==> src/rtl/axi_tcm_region_router.sv <==
// AXI4-lite slave that forwards one transaction at a time to a TCM region or,
// on a decode miss, to a default slave (or answers DECERR), with a wait timeout.
module axi_tcm_region_router #(
  parameter int NUM_REGIONS    = 2,
  parameter int ADDR_WIDTH     = 32,
  parameter int DATA_WIDTH     = 32,
  parameter logic [NUM_REGIONS*ADDR_WIDTH-1:0] REGION_BASE = {32'h0001_0000, 32'h0000_0000},
  parameter logic [NUM_REGIONS*ADDR_WIDTH-1:0] REGION_SIZE = {32'h0001_0000, 32'h0001_0000},
  parameter int DEFAULT_EN     = 1,
  parameter int TIMEOUT_CYCLES = 255
) (
  input  logic                              ACLK,
  input  logic                              ARESET,
  input  logic                              AWVALID,
  output logic                              AWREADY,
  input  logic [ADDR_WIDTH-1:0]             AWADDR,
  input  logic [2:0]                        AWPROT,
  input  logic                              WVALID,
  output logic                              WREADY,
  input  logic [DATA_WIDTH-1:0]             WDATA,
  input  logic [DATA_WIDTH/8-1:0]           WSTRB,
  output logic                              BVALID,
  input  logic                              BREADY,
  output logic [1:0]                        BRESP,
  input  logic                              ARVALID,
  output logic                              ARREADY,
  input  logic [ADDR_WIDTH-1:0]             ARADDR,
  input  logic [2:0]                        ARPROT,
  output logic                              RVALID,
  input  logic                              RREADY,
  output logic [DATA_WIDTH-1:0]             RDATA,
  output logic [1:0]                        RRESP,
  input  logic [NUM_REGIONS-1:0]            region_lock,
  output logic [NUM_REGIONS-1:0]            tcm_req,
  output logic [ADDR_WIDTH-1:0]             tcm_addr,
  output logic                              tcm_rd0_wr1,
  output logic [DATA_WIDTH/8-1:0]           tcm_byte_strobe,
  output logic [DATA_WIDTH-1:0]             tcm_write_data,
  input  logic [NUM_REGIONS*DATA_WIDTH-1:0] tcm_read_data,
  input  logic [NUM_REGIONS-1:0]            tcm_read_data_valid,
  output logic                              def_req,
  output logic                              def_rd0_wr1,
  input  logic                              def_ack,
  input  logic [DATA_WIDTH-1:0]             def_rdata,
  input  logic [1:0]                        def_resp
);

  typedef enum logic [2:0] {IDLE, TCM_ACC, TCM_WAIT, DEF_WAIT, B_RESP, R_RESP} state_t;

  state_t                  state, state_n;
  logic                    last_wr, is_wr;
  logic [NUM_REGIONS-1:0]  sel_q, sel_d;
  logic [ADDR_WIDTH-1:0]   acc_addr;
  logic [ADDR_WIDTH:0]     lo, hi;
  logic                    grant_wr, grant_rd, accept;
  logic [7:0]              wait_cnt;
  logic                    timeout;
  logic                    tcm_done;
  logic [DATA_WIDTH-1:0]   tcm_rdata_sel;
  logic [1:0]              resp_q;
  logic [DATA_WIDTH-1:0]   rdata_q;
  logic                    unused_prot;

  // Protection bits carry no meaning for the TCMs.
  assign unused_prot = ^{AWPROT, ARPROT};

  // Alternate between kinds when both are pending; writes first after reset.
  assign grant_wr = (state == IDLE) && AWVALID && WVALID && (!ARVALID || !last_wr);
  assign grant_rd = (state == IDLE) && ARVALID && !grant_wr;
  assign accept   = grant_wr || grant_rd;
  assign acc_addr = grant_wr ? AWADDR : ARADDR;
  assign timeout  = (wait_cnt == 8'(TIMEOUT_CYCLES));

  // Region decode: lowest-index unlocked hit wins; one extra bit keeps base+size from wrapping.
  always_comb begin
    sel_d = '0;
    lo    = '0;
    hi    = '0;
    for (int i = NUM_REGIONS-1; i >= 0; i--) begin
      lo = {1'b0, REGION_BASE[i*ADDR_WIDTH +: ADDR_WIDTH]};
      hi = lo + {1'b0, REGION_SIZE[i*ADDR_WIDTH +: ADDR_WIDTH]};
      if (!region_lock[i] && ({1'b0, acc_addr} >= lo) && ({1'b0, acc_addr} < hi)) begin
        sel_d    = '0;
        sel_d[i] = 1'b1;
      end
    end
  end

  // Completion and read data of the region latched at accept time.
  always_comb begin
    tcm_done      = 1'b0;
    tcm_rdata_sel = '0;
    for (int i = 0; i < NUM_REGIONS; i++) begin
      if (sel_q[i]) begin
        tcm_done      = tcm_read_data_valid[i];
        tcm_rdata_sel = tcm_read_data[i*DATA_WIDTH +: DATA_WIDTH];
      end
    end
  end

  // State register.
  always_ff @(posedge ACLK) begin
    if (ARESET) state <= IDLE;
    else        state <= state_n;
  end

  // Next-state logic.
  always_comb begin
    state_n = state;
    case (state)
      IDLE: if (accept) begin
        if (|sel_d)               state_n = TCM_ACC;
        else if (DEFAULT_EN != 0) state_n = DEF_WAIT;
        else                      state_n = grant_wr ? B_RESP : R_RESP;
      end
      TCM_ACC:  state_n = is_wr ? B_RESP : TCM_WAIT;
      TCM_WAIT: if (tcm_done || timeout) state_n = R_RESP;
      DEF_WAIT: if (def_ack || timeout)  state_n = is_wr ? B_RESP : R_RESP;
      B_RESP:   if (BREADY) state_n = IDLE;
      R_RESP:   if (RREADY) state_n = IDLE;
      default:  state_n = IDLE;
    endcase
  end

  // Handshake and request outputs decoded from state.
  always_comb begin
    AWREADY = grant_wr;
    WREADY  = grant_wr;
    ARREADY = grant_rd;
    BVALID  = (state == B_RESP);
    RVALID  = (state == R_RESP);
    def_req = (state == DEF_WAIT);
  end

  assign def_rd0_wr1 = tcm_rd0_wr1;
  assign BRESP       = resp_q;
  assign RRESP       = resp_q;
  assign RDATA       = rdata_q;

  // Request capture, downstream strobe, wait counter and response payload.
  always_ff @(posedge ACLK) begin
    if (ARESET) begin
      last_wr         <= 1'b0;
      is_wr           <= 1'b0;
      sel_q           <= '0;
      tcm_req         <= '0;
      tcm_addr        <= '0;
      tcm_rd0_wr1     <= 1'b0;
      tcm_byte_strobe <= '0;
      tcm_write_data  <= '0;
      wait_cnt        <= '0;
      resp_q          <= 2'b00;
      rdata_q         <= '0;
    end else begin
      tcm_req  <= '0;
      wait_cnt <= (state == TCM_WAIT || state == DEF_WAIT) ? wait_cnt + 8'd1 : 8'd0;
      if (accept) begin
        last_wr         <= grant_wr;
        is_wr           <= grant_wr;
        sel_q           <= sel_d;
        tcm_addr        <= acc_addr;
        tcm_rd0_wr1     <= grant_wr;
        tcm_byte_strobe <= grant_wr ? WSTRB : '0;
        tcm_write_data  <= grant_wr ? WDATA : '0;
        if (|sel_d) tcm_req <= sel_d;
        else if (DEFAULT_EN == 0) begin
          resp_q  <= 2'b11;
          rdata_q <= '0;
        end
      end
      if (state == TCM_ACC && is_wr) resp_q <= 2'b00;
      if (state == TCM_WAIT) begin
        if (tcm_done) begin
          resp_q  <= 2'b00;
          rdata_q <= tcm_rdata_sel;
        end else if (timeout) begin
          resp_q  <= 2'b10;
          rdata_q <= '0;
        end
      end
      if (state == DEF_WAIT) begin
        if (def_ack) begin
          resp_q  <= def_resp;
          rdata_q <= is_wr ? '0 : def_rdata;
        end else if (timeout) begin
          resp_q  <= 2'b10;
          rdata_q <= '0;
        end
      end
    end
  end

endmodule
==> config.mk <==
export PLATFORM = sky130hd
export DESIGN_NAME = axi_tcm_region_router
export DESIGN_NICKNAME = d
export VERILOG_FILES = /design/src/rtl/axi_tcm_region_router.sv
export SDC_FILE = /design/constraint.sdc
export NUM_CORES = 1
export LEC_CHECK = 0
export CAP_MARGIN = 30
export CORE_AREA = 3 3 127 129
export DETAILED_ROUTE_END_ITERATION = 10
export DIE_AREA = 0 0 130 132
export DONT_BUFFER_PORTS = 1
export RECOVER_POWER = 25
export SETUP_SLACK_MARGIN = 0.2
export SLEW_MARGIN = 10
export SYNTH_ARGS = -nofsm -noshare
export SYNTH_HDL_FRONTEND = slang
export SYNTH_SLANG_ARGS = --single-unit
==> constraint.sdc <==
create_clock -name ACLK -period 2.7 [get_ports ACLK]
set_input_delay 0.81 -clock ACLK [delete_from_list [all_inputs] [get_ports ACLK]]
set_output_delay 0.81 -clock ACLK [all_outputs]
set_load 0.005 [all_outputs]
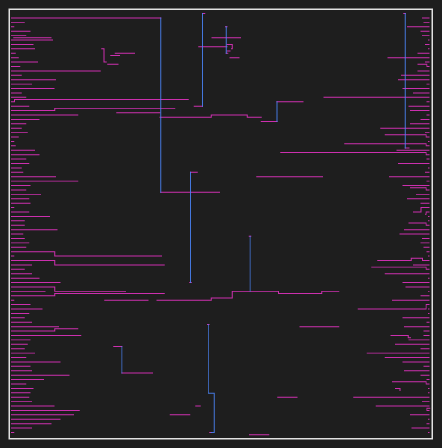
Figure 1: run 1, wiring by layer.
Only two layers are drawn.
Magenta is metal 3, wire length 1,880 um. Blue is metal 4, wire length 233 um.
Vias: 4,532
final wirelength: 16,500 um

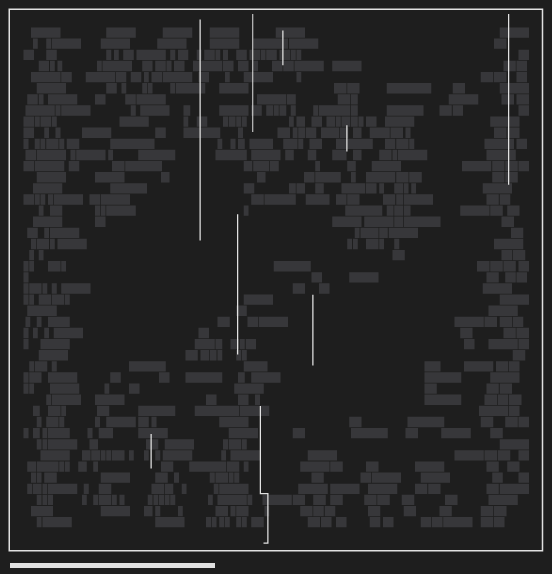
Figure 2: run 1, M4 wires.
Scale bar: 50 um.
7 nets have wire on it. The wires run mostly vertical. The longest straight run is 53.7 um. The layer carries 233 um of wire.

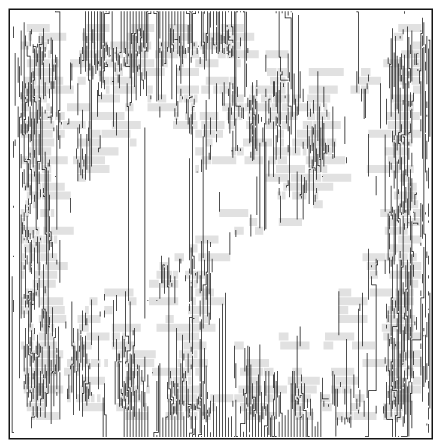
Figure 3: run 1, the metal 2 layer.
The longest straight run is 80.4 um. 684 nets have wire on it. The layer holds 51% of the routed length.
met2 Use GR: 0.322

==> run summary, run 1 <==
impl run done, here's what came out: skew final=about 0.012 ns, Top Family by Delay on Critical Path=simple AND/OR/NAND/NOR gates, Signal buffers=11, Max-Cap Viols=0, worst hold start=wait_cnt[0], GRT busiest layer=met2, Die ar.=~17,000 um^2, proportion of cell area spent on the clock network=0.103, Die Ht=132 um, dpl cells=between 700 and 800, fin cells=about 760, area added between synthesis and finish=11.3%, Multi-In Gates=approximately 400, power share of the clock group=0.389, post-DP HPWL=12,100 um, # Post-CTS Setup Buffers=0, final core area utilization=0.394, main flop type=dfxtp_1, fill cell count=1,488, Mapped Nets=807, first-pass GRT wire length=approximately 24,000 um, clock sink count=118, Comb area=2630 um^2, Final Power=approximately 6 mW, P_clk=about 2.4 mW, Syn Inst Count=just under 600, tool warnings=32, gr usage total=0.177, post-CTS resize count=0, status=finished clean, area fraction in compound gates=0.296, RSZ-0062 raised after global routing=false, WP depth=3, met3 usage=0.0928, WL/cell=roughly 22 um, Vias per Instance=5.96, ys async rst share=0, Worst Path Max Fanout=14, registers=between 100 and 150, switch share=0.329, Ant. Diodes=0, met1 WL=5930 um, Ports=330, Hold Buf Count CTS=0, Hold Path Stages=1, yosys cell count=590, H-tree depth=4, WS Path Type=reg2out
==> run 2: changes to the inputs <==
==> constraint.sdc (replaced) <==
create_clock -name ACLK -period 2.1 [get_ports ACLK]
set_input_delay 0.63 -clock ACLK [delete_from_list [all_inputs] [get_ports ACLK]]
set_output_delay 0.63 -clock ACLK [all_outputs]
set_load 0.005 [all_outputs]
==> run 2 against run 1 <==
Net effect:
- combinational power is 58% higher
- routed wire length is 8.1% higher
- sequential power is 26% higher
- non-clock buffer count is 18 higher
- final cell count is 2.6% higher
- register-to-register slack worse by 0.14 ns
- sequential share of layout area is 1.7 points lower
- power is 31% higher
- critical path type unchanged
- global-route usage is 1.5 points higher
- critical endpoint unchanged
==> run summary, run 2 <==
impl run done, here's what came out: power share of the clock group=0.361 (-0.028), worst hold start=region_lock[1], Hold Path Stages=1 (unchanged), Signal buffers=29 (+18), Die ar.=17,200 um^2 (unchanged), fill cell count=1,494 (+0.40%), post-DP HPWL=12,700 um (+4.9%), met1 WL=6590 um (+11%), WP depth=3 (unchanged), tool warnings=34 (+6.3%), WL/cell=22.8 um (+5.3%), proportion of cell area spent on the clock network=0.0934 (-0.00993), WS Path Type=reg2out, ys async rst share=0 (unchanged), RSZ-0062 raised after global routing=true, met2 Use GR=0.336 (+0.0138), switch share=0.346 (+0.0171), status=finished clean, Ports=330 (unchanged), Top Family by Delay on Critical Path=simple AND/OR/NAND/NOR gates, GRT busiest layer=met2, fin cells=781 (+2.6%)
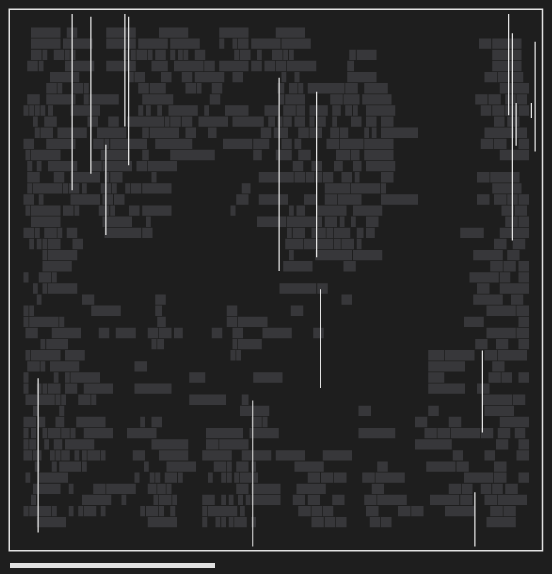
Figure 4: run 2, M4 wires.
Scale bar: 50 um.
The wires run mostly vertical. 15 nets have wire on it.
Vias: 4,751
final wirelength: 17,800 um

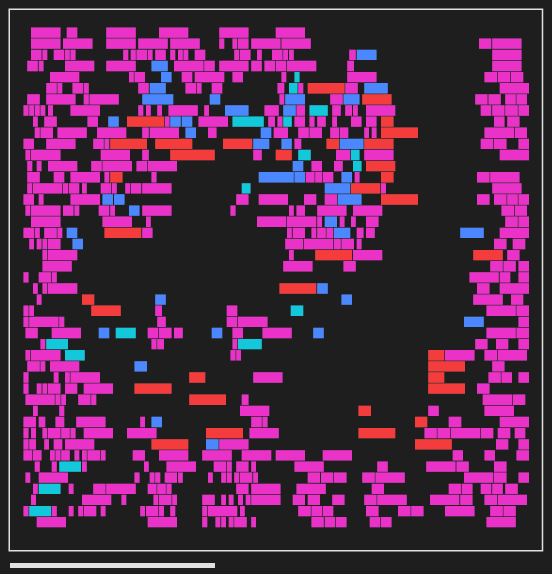
Figure 5: run 2, sizing map.
Scale bar: 50 um.
Blue is _3 and _4 cells, cells 43, share 7.3%. Red is _6 and larger, cells 36, share 6.1%. Magenta is _0 and _1 cells, cells 497, share 84%. Cyan is _2 cells, cells 17, share 2.9%.
Setup WS post-layout: 0.120 ns
area added between synthesis and finish: 16.4%
Final Instance Area: 6240 um^2

==> run 3: changes to the inputs <==
--- a/config.mk
+++ b/config.mk
@@ -5,7 +5,8 @@
 export SDC_FILE = /design/constraint.sdc
 export NUM_CORES = 1
 export LEC_CHECK = 0
-export CAP_MARGIN = 30
+export ABC_CLOCK_PERIOD_IN_PS = 2100
+export CAP_MARGIN = 5
 export CORE_AREA = 3 3 127 129
 export DETAILED_ROUTE_END_ITERATION = 10
 export DIE_AREA = 0 0 130 132
==> run 3 against run 2 <==
Net effect:
- die size unchanged
- register-to-register slack about the same
- global-route usage stayed put
- final cell count stayed put
- area after synthesis unchanged
- sequential power barely moved
- utilization stayed put
- highest routed layer unchanged
==> run summary, run 3 <==
impl run done, here's what came out: Setup WS post-layout=0.120 ns (unchanged), clk slew on worst S/H paths=approximately 0.06 ns, maximum clock path buffer count=2, Multi-In Gates=between 400 and 500, CP Launch Type=register, Req. time, crit path=about 1.5 ns, area added between synthesis and finish=16.4% (unchanged), RSZ-0062 raised after global routing=true, area fraction in compound gates=0.296, P_int=between 5 and 6 mW, switch share=0.346 (unchanged), met2 Use GR=0.336 (unchanged), post-DP HPWL=12,700 um (unchanged), WL/cell=22.8 um (unchanged), proportion of cell area spent on the clock network=0.0934 (unchanged), power share of the clock group=0.361 (about the same), met1 WL=6590 um (unchanged), Vias=4,751 (unchanged), Hold Path Stages=1 (unchanged), fin cells=781 (unchanged), # Post-CTS Setup Buffers=8, Reg power frac=0.380, Max Used Layer=met4, final wirelength=17,800 um (unchanged), gr usage total=0.192, status=finished clean, Final Instance Area=6240 um^2 (unchanged), Comb power frac=0.258, Max-Cap Viols=0, Top Family by Delay on Critical Path=simple AND/OR/NAND/NOR gates, met3 usage=0.0794, Pwr Density=between 1000 and 1500 nW/um^2, ys async rst share=0 (unchanged), Ports=330 (unchanged), tool warnings=34 (unchanged), GRT busiest layer=met2, Yosys reg bits=118, fill cell count=1,494 (unchanged), WP depth=3 (unchanged), worst hold start=region_lock[1], Die ar.=17,200 um^2 (unchanged)
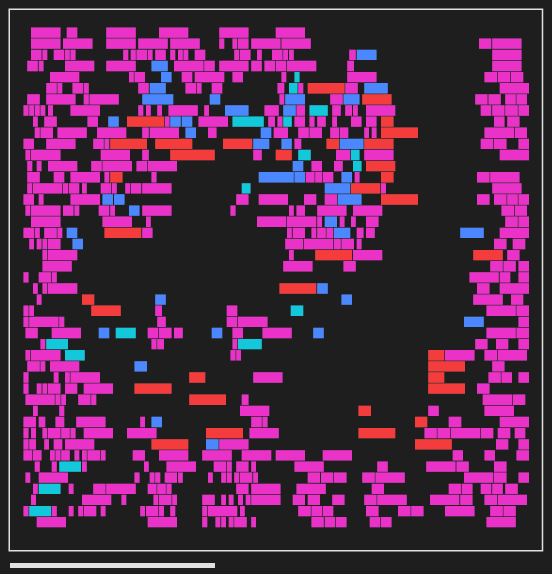
Figure 6: run 3, sizing map.
Scale bar: 50 um.
Magenta is _0 and _1 cells, cells 497, share 84%. Cyan is _2 cells, cells 17, share 2.9%. Red is _6 and larger, cells 36, share 6.1%. Blue is _3 and _4 cells, cells 43, share 7.3%.
Signal buffers: 29

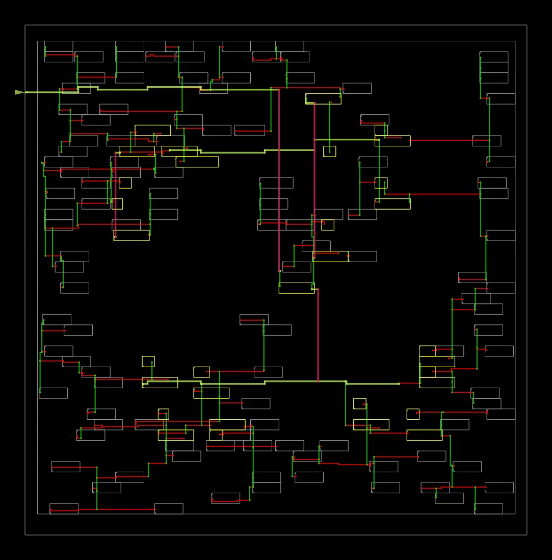
Figure 7: run 3, clock wiring as the flow saved it.
CTS buffer count: 17
clock sink count: 118
skew final: 0.00872 ns
P_clk: 2.87 mW

Power figures rest on the tool's default switching activity, not on a simulated workload.
